### src/rtl/clk_div_prog.sv
// ----------------------------------------------------------------------------
// clk_div_prog
//   Multi-channel programmable clock divider. Every channel runs a counter on
//   the single system clock and produces a registered divided waveform plus a
//   one-cycle tick (clock-enable) on each rising edge of that waveform.
//   Divisors are reprogrammed through a valid/ready port; a new divisor is
//   held pending and only takes effect at the channel's period boundary, so
//   no high or low phase is ever truncated.
//
// Ports
//   clk        in   system clock, all logic on posedge
//   reset      in   synchronous, active-high; dominates all inputs
//   en         in   [NUM_CH]  per-channel run enable
//   cfg_valid  in   config request valid
//   cfg_ready  out  config request can be accepted (combinational on cfg_ch)
//   cfg_ch     in   [CH_W]    target channel of the request
//   cfg_div    in   [CNT_W]   requested divisor (1..2^CNT_W-1)
//   div_clk_o  out  [NUM_CH]  divided waveform per channel
//   tick_o     out  [NUM_CH]  pulse coincident with each div_clk_o rising edge
//   cfg_err_o  out  pulse: an accepted request was illegal and was dropped
// ----------------------------------------------------------------------------
module clk_div_prog #(
    parameter int NUM_CH  = 3,
    parameter int CNT_W   = 8,
    parameter int CH_W    = 2,
    parameter int DEF_DIV = 2
) (
    input  logic              clk,
    input  logic              reset,
    input  logic [NUM_CH-1:0] en,
    input  logic              cfg_valid,
    output logic              cfg_ready,
    input  logic [CH_W-1:0]   cfg_ch,
    input  logic [CNT_W-1:0]  cfg_div,
    output logic [NUM_CH-1:0] div_clk_o,
    output logic [NUM_CH-1:0] tick_o,
    output logic              cfg_err_o
);

    logic [CNT_W-1:0]  cnt   [NUM_CH];
    logic [CNT_W-1:0]  div_q [NUM_CH];
    logic [CNT_W-1:0]  pdiv  [NUM_CH];
    logic [NUM_CH-1:0] pend;

    logic [NUM_CH-1:0] ch_hit;
    logic [NUM_CH-1:0] wrap;
    logic [NUM_CH-1:0] fall;
    logic              ready_raw;
    logic              xfer;
    logic              legal;

    // Request decode. A channel number outside 0..NUM_CH-1 matches nothing,
    // so it is always ready and always flagged illegal.
    always_comb begin
        ch_hit    = '0;
        ready_raw = 1'b1;
        wrap      = '0;
        fall      = '0;
        for (int unsigned i = 0; i < NUM_CH; i++) begin
            ch_hit[i] = (cfg_ch == CH_W'(i));
            if (ch_hit[i]) begin
                ready_raw = ~pend[i];
            end
            wrap[i] = (cnt[i] == div_q[i] - CNT_W'(1));
            // Falling edge lands after floor(N/2) high cycles.
            fall[i] = ((cnt[i] + CNT_W'(1)) == (div_q[i] >> 1));
        end
        cfg_ready = ~reset & ready_raw;
        xfer      = cfg_valid & cfg_ready;
        legal     = (|ch_hit) && (cfg_div != '0);
    end

    always_ff @(posedge clk) begin
        if (reset) begin
            cfg_err_o <= 1'b0;
        end else begin
            cfg_err_o <= xfer & ~legal;
        end

        for (int unsigned i = 0; i < NUM_CH; i++) begin
            if (reset) begin
                cnt[i]       <= CNT_W'(DEF_DIV - 1);
                div_q[i]     <= CNT_W'(DEF_DIV);
                pdiv[i]      <= CNT_W'(DEF_DIV);
                pend[i]      <= 1'b0;
                div_clk_o[i] <= 1'b0;
                tick_o[i]    <= 1'b0;
            end else begin
                if (!en[i]) begin
                    // Parked at N-1 so the first enabled cycle wraps and
                    // produces an immediate rising edge.
                    div_clk_o[i] <= 1'b0;
                    tick_o[i]    <= 1'b0;
                    if (pend[i]) begin
                        div_q[i] <= pdiv[i];
                        cnt[i]   <= pdiv[i] - CNT_W'(1);
                        pend[i]  <= 1'b0;
                    end else begin
                        cnt[i] <= div_q[i] - CNT_W'(1);
                    end
                end else if (wrap[i]) begin
                    cnt[i]       <= '0;
                    div_clk_o[i] <= 1'b1;
                    tick_o[i]    <= 1'b1;
                    if (pend[i]) begin
                        div_q[i] <= pdiv[i];
                        pend[i]  <= 1'b0;
                    end
                end else begin
                    cnt[i]    <= cnt[i] + CNT_W'(1);
                    tick_o[i] <= 1'b0;
                    if (fall[i]) begin
                        div_clk_o[i] <= 1'b0;
                    end
                end

                // Acceptance requires pend==0, so this never collides with
                // the pend clear above; a request taken on a wrap cycle waits
                // for the following wrap.
                if (xfer && legal && ch_hit[i]) begin
                    pend[i] <= 1'b1;
                    pdiv[i] <= cfg_div;
                end
            end
        end
    end

endmodule

### config.mk
export PLATFORM = sky130hd
export DESIGN_NAME = clk_div_prog
export DESIGN_NICKNAME = d
export VERILOG_FILES = /design/src/rtl/clk_div_prog.sv
export SDC_FILE = /design/constraint.sdc
export NUM_CORES = 1
export LEC_CHECK = 0
export ABC_AREA = 0
export ABC_CLOCK_PERIOD_IN_PS = 6600
export CAP_MARGIN = 10
export CORE_ASPECT_RATIO = 1.5
export CORE_MARGIN = 2
export CORE_UTILIZATION = 45
export DETAILED_ROUTE_END_ITERATION = 16
export HOLD_SLACK_MARGIN = 0.1
export PLACE_DENSITY_LB_ADDON = 0.1
export SYNTH_ARGS = -nofsm -noshare
export SYNTH_HDL_FRONTEND = slang
export SYNTH_SLANG_ARGS = --single-unit
export TNS_END_PERCENT = 100
### constraint.sdc
create_clock -name clk -period 6.6 [get_ports clk]
set_input_delay 0.66 -clock clk [delete_from_list [all_inputs] [get_ports clk]]
set_output_delay 0.66 -clock clk [all_outputs]
set_load 0.02 [all_outputs]
Fig. 1: run 1, pin map
(3 px per µm) Pins as bars across the die edge, other pins in grey.
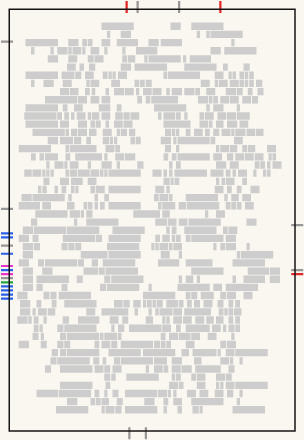
legend:
  div_clk_o:
    colour: red
    pins: 3
    direction: output
    edge: 2 top, 1 right
  cfg_ch:
    colour: magenta
    pins: 2
    direction: input
    edge: left
  cfg_div:
    colour: blue
    pins: 8
    direction: input
    edge: left
  cfg_valid:
    colour: green
    pins: 1
    direction: input
    edge: left
all pins by edge: 15 left, 4 top, 3 right, 2 bottom

Fig. 2: run 1, close-up of the layout
Window x 45 to 95, y 80 to 130 µm. Cells in grey, sequential cells in the stronger grey; small squares are vias.
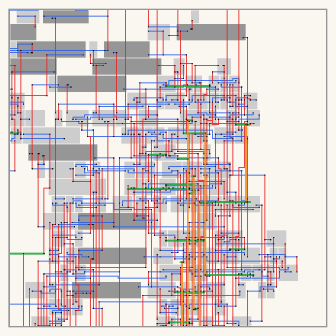
legend:
  M2:
    colour: red
  M1:
    colour: blue
  M4:
    colour: orange
  M3:
    colour: green
most frequent: xnor2_1 (13), xor2_1 (13)
sequential cells in the window: 12
cells with their middle in the window: 137
netlist names of flops here include: cnt (6), div_q (3), tick_o (2)

==> impl_metrics.csv, run 1 <==
group,metric,value,unit
outcome,status,"finished, final reports clean",
global_routing,grt_use_total,19.5,%
yosys,ys.warnings.count,0,
critical_path,reg2regPathDepth,8,
pwr,powerComb,0.177,mW
critical_path,cp-startpoint,"div_q[0][0]",
pwr,sw_frac_of_total,26.9,%
pwr,p_per_area,211,mW/mm²
cts,post-cts-setup-buffer-count,0,
yosys,ys.flop_type,"edfxtp_1",
finish,finalNetCount,622,
worst_hold_path,hp-class,"register to register",
yosys,ys_cells,583,
pwr,leakage,2.18,nW
cts,cts-root-buf,"clkbuf_16",
finish,drive_gt1_share,4.82,%
floorplanning,die.size.y,140,µm
yosys,synth-compound-area-share,14.6,%
critical_path,rrSetupSlack,2.75,ns
yosys,ys_area,0.00555,mm²
yosys,ys_top_logic_family,"simple AND/OR/NAND/NOR gates",
yosys,mux_share,1.31,%
critical_path,crit_end,"div_q[0][4]",
floorplanning,num_rows,49,
pwr,power.group.top,"sequential cells",
floorplanning,coreArea,0.0120,mm²
critical_path,cp.arrival,3.82,ns
critical_path,path_class,"register to register",
critical_path,worstSetupEndpointType,"register",
critical_path,path_cells,"inv_1 > ha_1 > nor3b_1 > xnor2_1 > a22oi_1 > nor4bb_1 > nand4_1 > a21oi_1",
worst_hold_path,min_from,"div_clk_o[1]",
cts,clock_path_buffers,2,
placement,gp_congestion,0.969,
cts,cts_hold_buf,0,
pwr,internal_power,0.955,mW
sta,rsz0062_at_grt,"false",
finish,top_regs,"cnt x24, div_q x24, pdiv x24",
sta,finalMaxSlewViolations,0,
critical_path,cp.depth,8,
drt,drt_wl_total,12100,µm
floorplanning,initial_core_util,46.2,%
placement,dp_hpwl,9210,µm
drt,wire_per_inst,16.0,µm
cts,htreeDepth,3,
yosys,postSynthSeqShare,42.5,%
pwr,ir_worst_vdd,0.000186,V
critical_path,r2r-end,"div_q[0][4]",
drt,drt_iter0_drc,222,
critical_path,slowest_delay,0.85,ns
sta,whs,0.477,ns
drt,drc,0,
drt,antenna_left,0,
job,warnings,26,
critical_path,r2r-start,"div_q[0][0]",
drt,vias,4122,
critical_path,cp.required,6.56,ns
global_routing,grt_first_pass_wirelength,20300,µm
critical_path,cp_slowest_cell,"a21oi_1",
worst_hold_path,min_path_cells,2,
finish,final_cell_mix,"edfxtp_1, xnor2_1, nand2_1, xor2_1, a21oi_1",
critical_path,crit_family,"simple AND/OR/NAND/NOR gates",
job,max-cap-violations,0,
sta,period_used_share,58.4,%
pwr,pwr-share-seq,49.2,%
critical_path,critical_path.max_fanout,20,
cts,tritoncts,"built",
sta,skew,0.00495,ns
yosys,syn_inst,583,
finish,lay_top_count,"edfxtp_1",
sta,fin_crit,3.85,ns
global_routing,grt_max_degree,22,
yosys,fa_ha_area_share,2.03,%
finish,diodes,0,
global_routing,overflow,0,
cts,clock_sinks,82,
cts,cts-resized-gates,0,
sta,worst_slew_pin_slew,0.906,ns
sta,fin_setup_tns,0,ns
cts,cts_buffers,9,
yosys,ys_types,59,
critical_path,critPathLaunchType,"register",
sta,hold_viol,0,
drt,drtPass1Iterations,4,
pwr,clockPowerShare,37.3,%
critical_path,critPathBufInv,1,
sta,clock.fmax,0.259,GHz
floorplanning,die_w,94.7,µm
global_routing,grt_pass1_vias,4087,
yosys,ys_sh_simple,18.8,%
pwr,powerSeq,0.643,mW
floorplanning,chipArea,0.0133,mm²
cts,clkTransAtPathRegs,0.06,ns
sta,maxSlewHeadroom,39.1,%
yosys,synth-edff-count,72,
yosys,async_reset_ff_share,0,%
finish,syn2layout_area_growth,11.4,%
yosys,xor_share,15.7,%
pwr,fin_total_pwr,1.31,mW
drt,via_per_inst,5.46,
sta,setup_viol,0,
global_routing,antenna_found_initial,0,
placement,port_buffers,23,
floorplanning,io_pins,24,
yosys,syn_area,0.00555,mm²
finish,fillers,1163,
pwr,p_sw,0.352,mW
yosys,numSynthFlops,82,
yosys,synth_area_per_cell,9.53,µm²
pwr,pwr-share-comb,13.5,%
worst_hold_path,worstHoldEndpoint,"div_clk_o[1]",
Fig. 3: run 1, clock routing
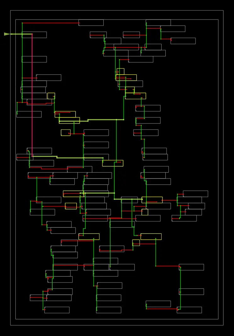
clk pwr: 0.487 mW
final sequential cell count: 82
# clk buffers: 10
Worst-Skew Late Latency: 0.33 ns

[run 1: synth_stat cells, drive strengths merged, types with 2 or more instances]
cell type	number	area, µm²
nand4bb	2	22.5
nand3	13	65.1
or3	3	18.8
o311ai	2	17.5
mux2i	5	50.1
nand2	49	184
a311o	3	30.0
ha	9	113
nor4b	2	17.5
or2	4	25.0
nand4	4	25.0
nor3	17	85.1
o2111ai	2	17.5
a32o	15	150
nor2b	7	43.8
mux2	2	22.5
clkbuf	35	131
and3	7	43.8
nor4	5	37.5
o211ai	2	15.0
nand2b	7	43.8
xnor3	2	45.0
buf	8	41.3
inv	27	101
xnor2	55	482
a21oi	36	184
nor3b	8	60.1
a211o	3	26.3
edfxtp	72	2160
o21ai	29	145
o22ai	7	43.8
xor2	37	324
a211oi	7	52.6
and2	29	181
dfxtp	10	200
a22oi	2	15.0
nor2	32	120
a31oi	2	12.5
a31o	4	35.0
or4	4	33.8
[run 1: metrics by stage]
stage          worst slack (ns)  utilization, %  cells  area, µm²
2_1_floorplan              3.54               -    606       5640
3_3_place_gp               3.01            49.0    739       5890
3_5_place_dp               2.82            49.0    739       5890
4_1_cts                    2.83            51.5    755       6180
5_1_grt                    2.44            51.5    755       6180
6_report                   2.75            51.5    755       6180
[run 1: per-layer routing]
metal  up-vias  global-route usage [%]  routed length, µm
met1      1921                    24.6               5340
met4         0                    6.86                261
met2        90                    33.3               6140
li1       2091                       -                  -
met5         -                       0                  0
met3        20                    3.50                339
[run 1: final cells by class]
type                    instances  area, µm²  share of cell area, %
repair buffers                 23        230                   3.72
multi-input cells             454       3000                   48.6
clock inverters                 6       56.3                  0.910
clock buffers                  10        239                   3.86
inverters                      27        101                   1.64
flip-flops and latches         82       2360                   38.2
well taps                     153        191                   3.10
Fig. 4: run 1, M3 wires
(3 px per µm) Cells faint in the background.
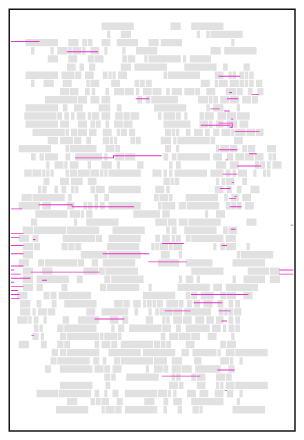

--- run 2 (diff from run 1) ---
ABC_CLOCK_PERIOD_IN_PS = 3300   (was 6600)
clock period = 3.3 ns   (was 6.6 ns; I/O delays follow)
Fig. 5: run 2, M3 wires
(3 px per µm) Cells faint in the background.
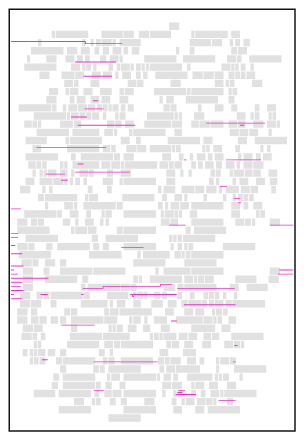
main direction: horizontal
share of all routed wire: 3.1%
nets with wire on the layer: 41
routed via count: 4,200
wirelength, routed: 12,600 µm
GR Util met3: 2.47%

Fig. 6: run 2, close-up of the layout
Window x 45 to 95, y 80 to 130 µm. Cells in grey, sequential cells in the stronger grey; small squares are vias.
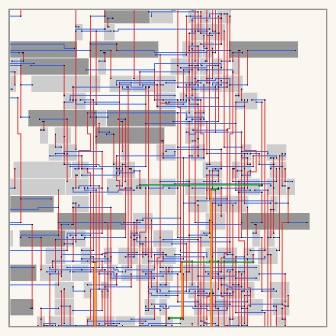

==> impl_metrics.csv, run 2 <==
group,metric,value,unit
cts,clock_path_buffers,2,
finish,top_regs,"cnt x24, div_q x24, pdiv x24",
floorplanning,die_w,94.7,µm
floorplanning,coreArea,0.0120,mm²
critical_path,critical_path.max_fanout,8,
yosys,synth_area_leader_cell,"edfxtp_1",
sta,finalMaxSlewViolations,0,
sta,worst_slack,0.258,ns
cts,cts-resized-gates,0,
cts,clkTransAtPathRegs,0.06,ns
yosys,common_cells,"edfxtp_1, xnor2_1, nand2_1",
finish,fin_area,0.00631,mm²
pwr,leakage,2.25,nW
yosys,postSynthSeqShare,42.5,%
floorplanning,io_pins,24,
placement,postPlaceCellArea,0.00598,mm²
yosys,ys_area,0.00555,mm²
sta,fin_crit,3.04,ns
critical_path,critPathLaunchType,"register",
finish,drive_gt1_share,6.84,%
placement,dp_hpwl,9600,µm
sta,fin_setup_tns,0,ns
global_routing,grt_use_total,20.0,%
drt,drtPass1Iterations,4,
yosys,synth-compound-area-share,14.6,%
sta,clock.fmax,0.329,GHz
drt,antenna_left,0,
global_routing,overflow,0,
sta,period_used_share,92.2,%
drt,wire_per_inst,16.4,µm
drt,drt_iter0_drc,198,
job,warnings,26,
yosys,synth-edff-count,72,
global_routing,grt_max_degree,21,
finish,syn2layout_area_growth,13.6,%
yosys,xor_share,15.7,%
finish,diodes,0,
cts,cts_buffers,9,
critical_path,rrSetupSlack,0.26,ns
finish,flop_area,0.00236,mm²
yosys,ys.flop_type,"edfxtp_1",
cts,cts-root-buf,"clkbuf_16",
yosys,synthMostInstantiatedCell,"edfxtp_1",
finish,finalNetCount,634,
yosys,topCellsByArea,"edfxtp_1, xnor2_1, xor2_1, dfxtp_1, nand2_1",
job,max-cap-violations,0,
outcome,status,"finished, final reports clean",
pwr,fin_total_pwr,2.75,mW
sta,whs,0.470,ns
floorplanning,die.size.y,140,µm
yosys,numSynthFlops,82,
finish,lay_top_count,"edfxtp_1",
yosys,ys_types,59,
yosys,syn_inst,583,
finish,postLayoutCoreUtil,52.5,%
pwr,p_per_area,435,mW/mm²
sta,maxSlewHeadroom,53.4,%
sta,hold_viol,0,
placement,port_buffers,23,
critical_path,cp.arrival,3.05,ns
worst_hold_path,hp-class,"register to register",
placement,place_inst,751,
yosys,mux_share,1.31,%
global_routing,grt_pass1_vias,4281,
global_routing,antenna_found_initial,0,
yosys,fa_ha_area_share,2.03,%
drt,via_per_inst,5.48,
yosys,ys.warnings.count,0,
cts,clock_sinks,82,
yosys,synth_area_per_cell,9.53,µm²
finish,combGateArea,0.00301,mm²
cts,insertion_delay,0.33,ns
finish,stdcell_count,767,
placement,gp_congestion,0.878,
finish,final_cell_mix,"edfxtp_1, xnor2_1, nand2_1, xor2_1, a21oi_1",
critical_path,cp.required,3.30,ns
sta,worst_slew_pin_slew,0.699,ns
finish,fillers,1172,
yosys,ys_top_logic_family,"simple AND/OR/NAND/NOR gates",
cts,tritoncts,"built",
sta,rsz0062_at_grt,"false",
floorplanning,initial_core_util,46.2,%
floorplanning,chipArea,0.0133,mm²
yosys,ys_sh_simple,18.8,%
cts,htreeDepth,3,
cts,cts_hold_buf,0,
sta,setup_viol,0,
cts,post-cts-setup-buffer-count,0,
yosys,syn_area,0.00555,mm²
pwr,ir_worst_vdd,0.000306,V
critical_path,path_class,"register to register",
yosys,synth_top_area_share,38.9,%
yosys,ys_cells,583,
floorplanning,num_rows,49,
placement,place_ws,0.147,ns
global_routing,grt_first_pass_wirelength,20700,µm
yosys,async_reset_ff_share,0,%
drt,drc,0,
critical_path,worstSetupEndpointType,"register",
sta,skew,0.00540,ns
[run 2: area by class of cell]
type                    count  share of cell area, %
multi-input cells         454                   47.7
flip-flops and latches     82                   37.4
inverters                  27                   1.61
well taps                 153                   3.03
repair buffers             35                   5.08
clock inverters             7                   1.57
clock buffers               9                   3.57
[run 2: per-layer routing]
| layer | track usage [%] | vias up | routed length, µm | part of all wire (%) |
|---|---|---|---|---|
| met1 | 24.4 | 1992 | 5450 | 43 |
| met4 | 7.48 | 0 | 255 | 2.0 |
| met5 | 0 | - | 0 | 0 |
| met3 | 2.47 | 22 | 390 | 3.1 |
| li1 | - | 2107 | - | - |
| met2 | 35.4 | 79 | 6510 | 52 |
[run 2: worst max-delay path, stage by stage, from the launching register on]
cell and delay (ns):
edfxtp_1 0.46, inv_1 0.11, ha_1 0.32, nor3b_2 0.28
xor3_1 0.26, a311o_1 0.27, or4_1 0.55, nand2_1 0.14
o21a_1 0.32
[run 2: path summary, 6_finish.rpt]
kind,startpoint,depth (start not counted),end
hold reg to reg,div_clk_o[1],2,div_clk_o[1]
hold / removal,div_clk_o[1],2,div_clk_o[1]
setup / recovery,div_q[2][0],8,div_q[2][2]
setup reg to reg,div_q[2][0],8,div_q[2][2]
[run 2: logic make-up after synthesis]
logic type               count (synthesis)
buffers and inverters                   70
other                                    1
adder cells (fa/ha/maj)                  9
multiplexers                             7
flip-flops                              82
AND-OR/OR-AND                          122
XOR/XNOR                                95
AND/OR/NAND/NOR                        197
[run 2: power by group]
| group | internal (mW) | leakage (nW) | switching, mW | total [mW] |
|---|---|---|---|---|
| sequential | 1.19 | 0.809 | 0.0954 | 1.29 |
| clock | 0.670 | 0.157 | 0.426 | 1.10 |
| combinational | 0.179 | 1.28 | 0.187 | 0.365 |
--- run 3 (diff from run 2) ---
SETUP_SLACK_MARGIN = 0.5   (was default)
==> impl_metrics.csv, run 3 <==
group,metric,value,unit
outcome,status,"finished, final reports clean",
yosys,ys_sh_simple,18.8,%
critical_path,cp.required,3.37,ns
yosys,fa_ha_area_share,2.03,%
sta,fin_setup_tns,0,ns
cts,clock_sinks,82,
placement,dp_hpwl,9490,µm
yosys,ys.warnings.count,0,
floorplanning,die.size.y,140,µm
global_routing,grt_use_total,19.5,%
yosys,ys_cells,583,
global_routing,grt_pass1_vias,4219,
job,warnings,27,
yosys,async_reset_ff_share,0,%
cts,htreeDepth,3,
drt,drtPass1Iterations,4,
global_routing,antenna_found_initial,0,
floorplanning,chipArea,0.0133,mm²
critical_path,r2r-start,"div_q[2][0]",
sta,clock.fmax,0.365,GHz
cts,tritoncts,"built",
finish,top_regs,"cnt x24, div_q x24, pdiv x24",
cts,cts-root-buf,"clkbuf_16",
yosys,ys_top_logic_family,"simple AND/OR/NAND/NOR gates",
critical_path,critPathBufInv,2,
floorplanning,initial_core_util,46.2,%
sta,worst_slew_pin_slew,0.817,ns
yosys,ys_types,59,
floorplanning,num_rows,49,
finish,stdcell_count,775,
yosys,synthMostInstantiatedCell,"edfxtp_1",
finish,final_cell_mix,"edfxtp_1, xnor2_1, nand2_1, xor2_1, a21oi_1",
finish,finalNetCount,642,
sta,fin_crit,2.74,ns
yosys,syn_inst,583,
job,max-cap-violations,0,
critical_path,critical_path.max_fanout,7,
critical_path,path_cells,"inv_1 > ha_2 > nor3b_4 > xor3_1 > a311o_1 > or4_4 > nand2_1 > buf_4 > o22ai_1",
sta,rsz0062_at_grt,"false",
sta,period_used_share,83.0,%
yosys,ys_area,0.00555,mm²
drt,drc,0,
finish,diodes,0,
critical_path,slowest_delay,0.49,ns
yosys,synth_top_area_share,38.9,%
pwr,p_per_area,425,mW/mm²
critical_path,rrSetupSlack,0.56,ns
pwr,ir_worst_vdd,0.000320,V
floorplanning,io_pins,24,
yosys,common_cells,"edfxtp_1, xnor2_1, nand2_1",
critical_path,critPathLaunchType,"register",
global_routing,grt_first_pass_wirelength,20400,µm
critical_path,cp-startpoint,"div_q[2][0]",
pwr,leakage,2.29,nW
drt,drt_iter0_drc,170,
sta,finalMaxSlewViolations,0,
floorplanning,die_w,94.7,µm
cts,cts_hold_buf,0,
placement,port_buffers,23,
yosys,synth_area_per_cell,9.53,µm²
drt,antenna_left,0,
yosys,ys.flop_type,"edfxtp_1",
placement,place_inst,748,
cts,clock_path_buffers,2,
yosys,synth-edff-count,72,
drt,wire_per_inst,16.4,µm
critical_path,worstSetupEndpointType,"register",
critical_path,path_class,"register to register",
drt,via_per_inst,5.55,
yosys,numSynthFlops,82,
yosys,postSynthSeqShare,42.5,%
sta,setup_viol,0,
critical_path,reg2regPathDepth,9,
critical_path,crit_family,"simple AND/OR/NAND/NOR gates",
yosys,synth_area_leader_cell,"edfxtp_1",
placement,gp_congestion,0.864,
yosys,xor_share,15.7,%
sta,maxSlewHeadroom,45.4,%
pwr,fin_total_pwr,2.75,mW
yosys,mux_share,1.31,%
cts,clkTransAtPathRegs,0.06,ns
worst_hold_path,hp-class,"register to register",
critical_path,r2r-end,"cnt[2][5]",
critical_path,cp_slowest_cell,"or4_4",
yosys,syn_area,0.00555,mm²
critical_path,cp.arrival,2.81,ns
finish,syn2layout_area_growth,16.5,%
yosys,synth-compound-area-share,14.6,%
critical_path,crit_end,"cnt[2][5]",
finish,lay_top_count,"edfxtp_1",
critical_path,cp.depth,9,
global_routing,overflow,0,
finish,drive_gt1_share,10.3,%
sta,whs,0.480,ns
sta,hold_viol,0,
global_routing,grt_max_degree,21,
floorplanning,coreArea,0.0120,mm²
yosys,topCellsByArea,"edfxtp_1, xnor2_1, xor2_1, dfxtp_1, nand2_1",
run 3: cell counts after synthesis:
No cell type changed its count.
run 3: layer usage:
layer / global-route usage [%] / vias to the layer above / wire length [µm]
li1: - / 2133 / -
met1: 23.7 / 2042 / 5300
met2: 34.1 / 90 / 6660
met3: 2.69 / 33 / 361
met4: 8.16 / 0 / 363
met5: 0 / - / 0
run 3: where the power goes:
part           switching (mW)  total, mW  internal, mW  leakage, nW
clock                   0.416       1.08         0.669        0.153
sequential             0.0944       1.29          1.19        0.809
combinational           0.195      0.382         0.186         1.33
run 3: worst min path at each step:
stage	cells after the start	from	slack, ns	to
2_1_floorplan	2	cfg_valid	0.45	cfg_err_o
3_3_place_gp	2	div_clk_o[1]	0.47	div_clk_o[1]
3_5_place_dp	2	div_clk_o[1]	0.47	div_clk_o[1]
4_1_cts	2	div_clk_o[1]	0.48	div_clk_o[1]
5_1_grt	1	div_clk_o[2]	0.51	div_clk_o[2]
6_report	2	div_clk_o[1]	0.48	div_clk_o[1]
run 3: final cells by class:
class,count,area [µm²]
fill,1113,5550
inverter,27,101
clock inverter,7,101
timing repair buffer,42,373
tap,153,191
multi-input combinational,455,3120
sequential,82,2360
clock buffer,9,225
run 3: through the flow:
| stage | area (µm²) | util (%) | setup slack (ns) |
|---|---|---|---|
| floorplan | 5660 | - | 0.504 |
| global placement | 5970 | 49.7 | 0.445 |
| detailed placement | 5970 | 49.7 | 0.334 |
| CTS | 6350 | 52.9 | 0.493 |
| global route | 6470 | 53.8 | 0.488 |
| finish | 6470 | 53.8 | 0.561 |
run 3: what timing repair did:
action                     in CTS  in global routing
buffers inserted                2                  8
gates resized                   7                 10
gates cloned                    1                  0
pin swaps                       2                  3
setup endpoints to repair      48                 48
Fig. 7: run 3, M4 wires
(3 px per µm) Supply wires on this layer in grey. Cells faint in the background.
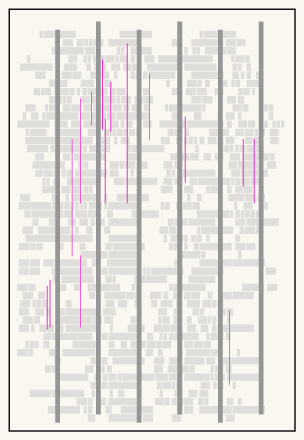
main direction: vertical
wire length on this layer: 363 µm
routed via count: 4,298
wirelength, routed: 12,700 µm

Fig. 8: run 3, clock routing
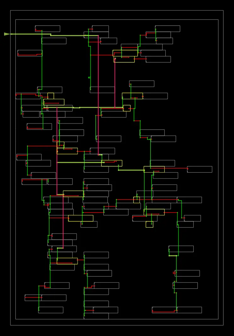
# clk buffers: 9
Worst-Skew Late Latency: 0.34 ns
Clock Skews: 0.00562 ns
number of CTS-inserted buffers: 9

Power and IR drop assume default switching activity.
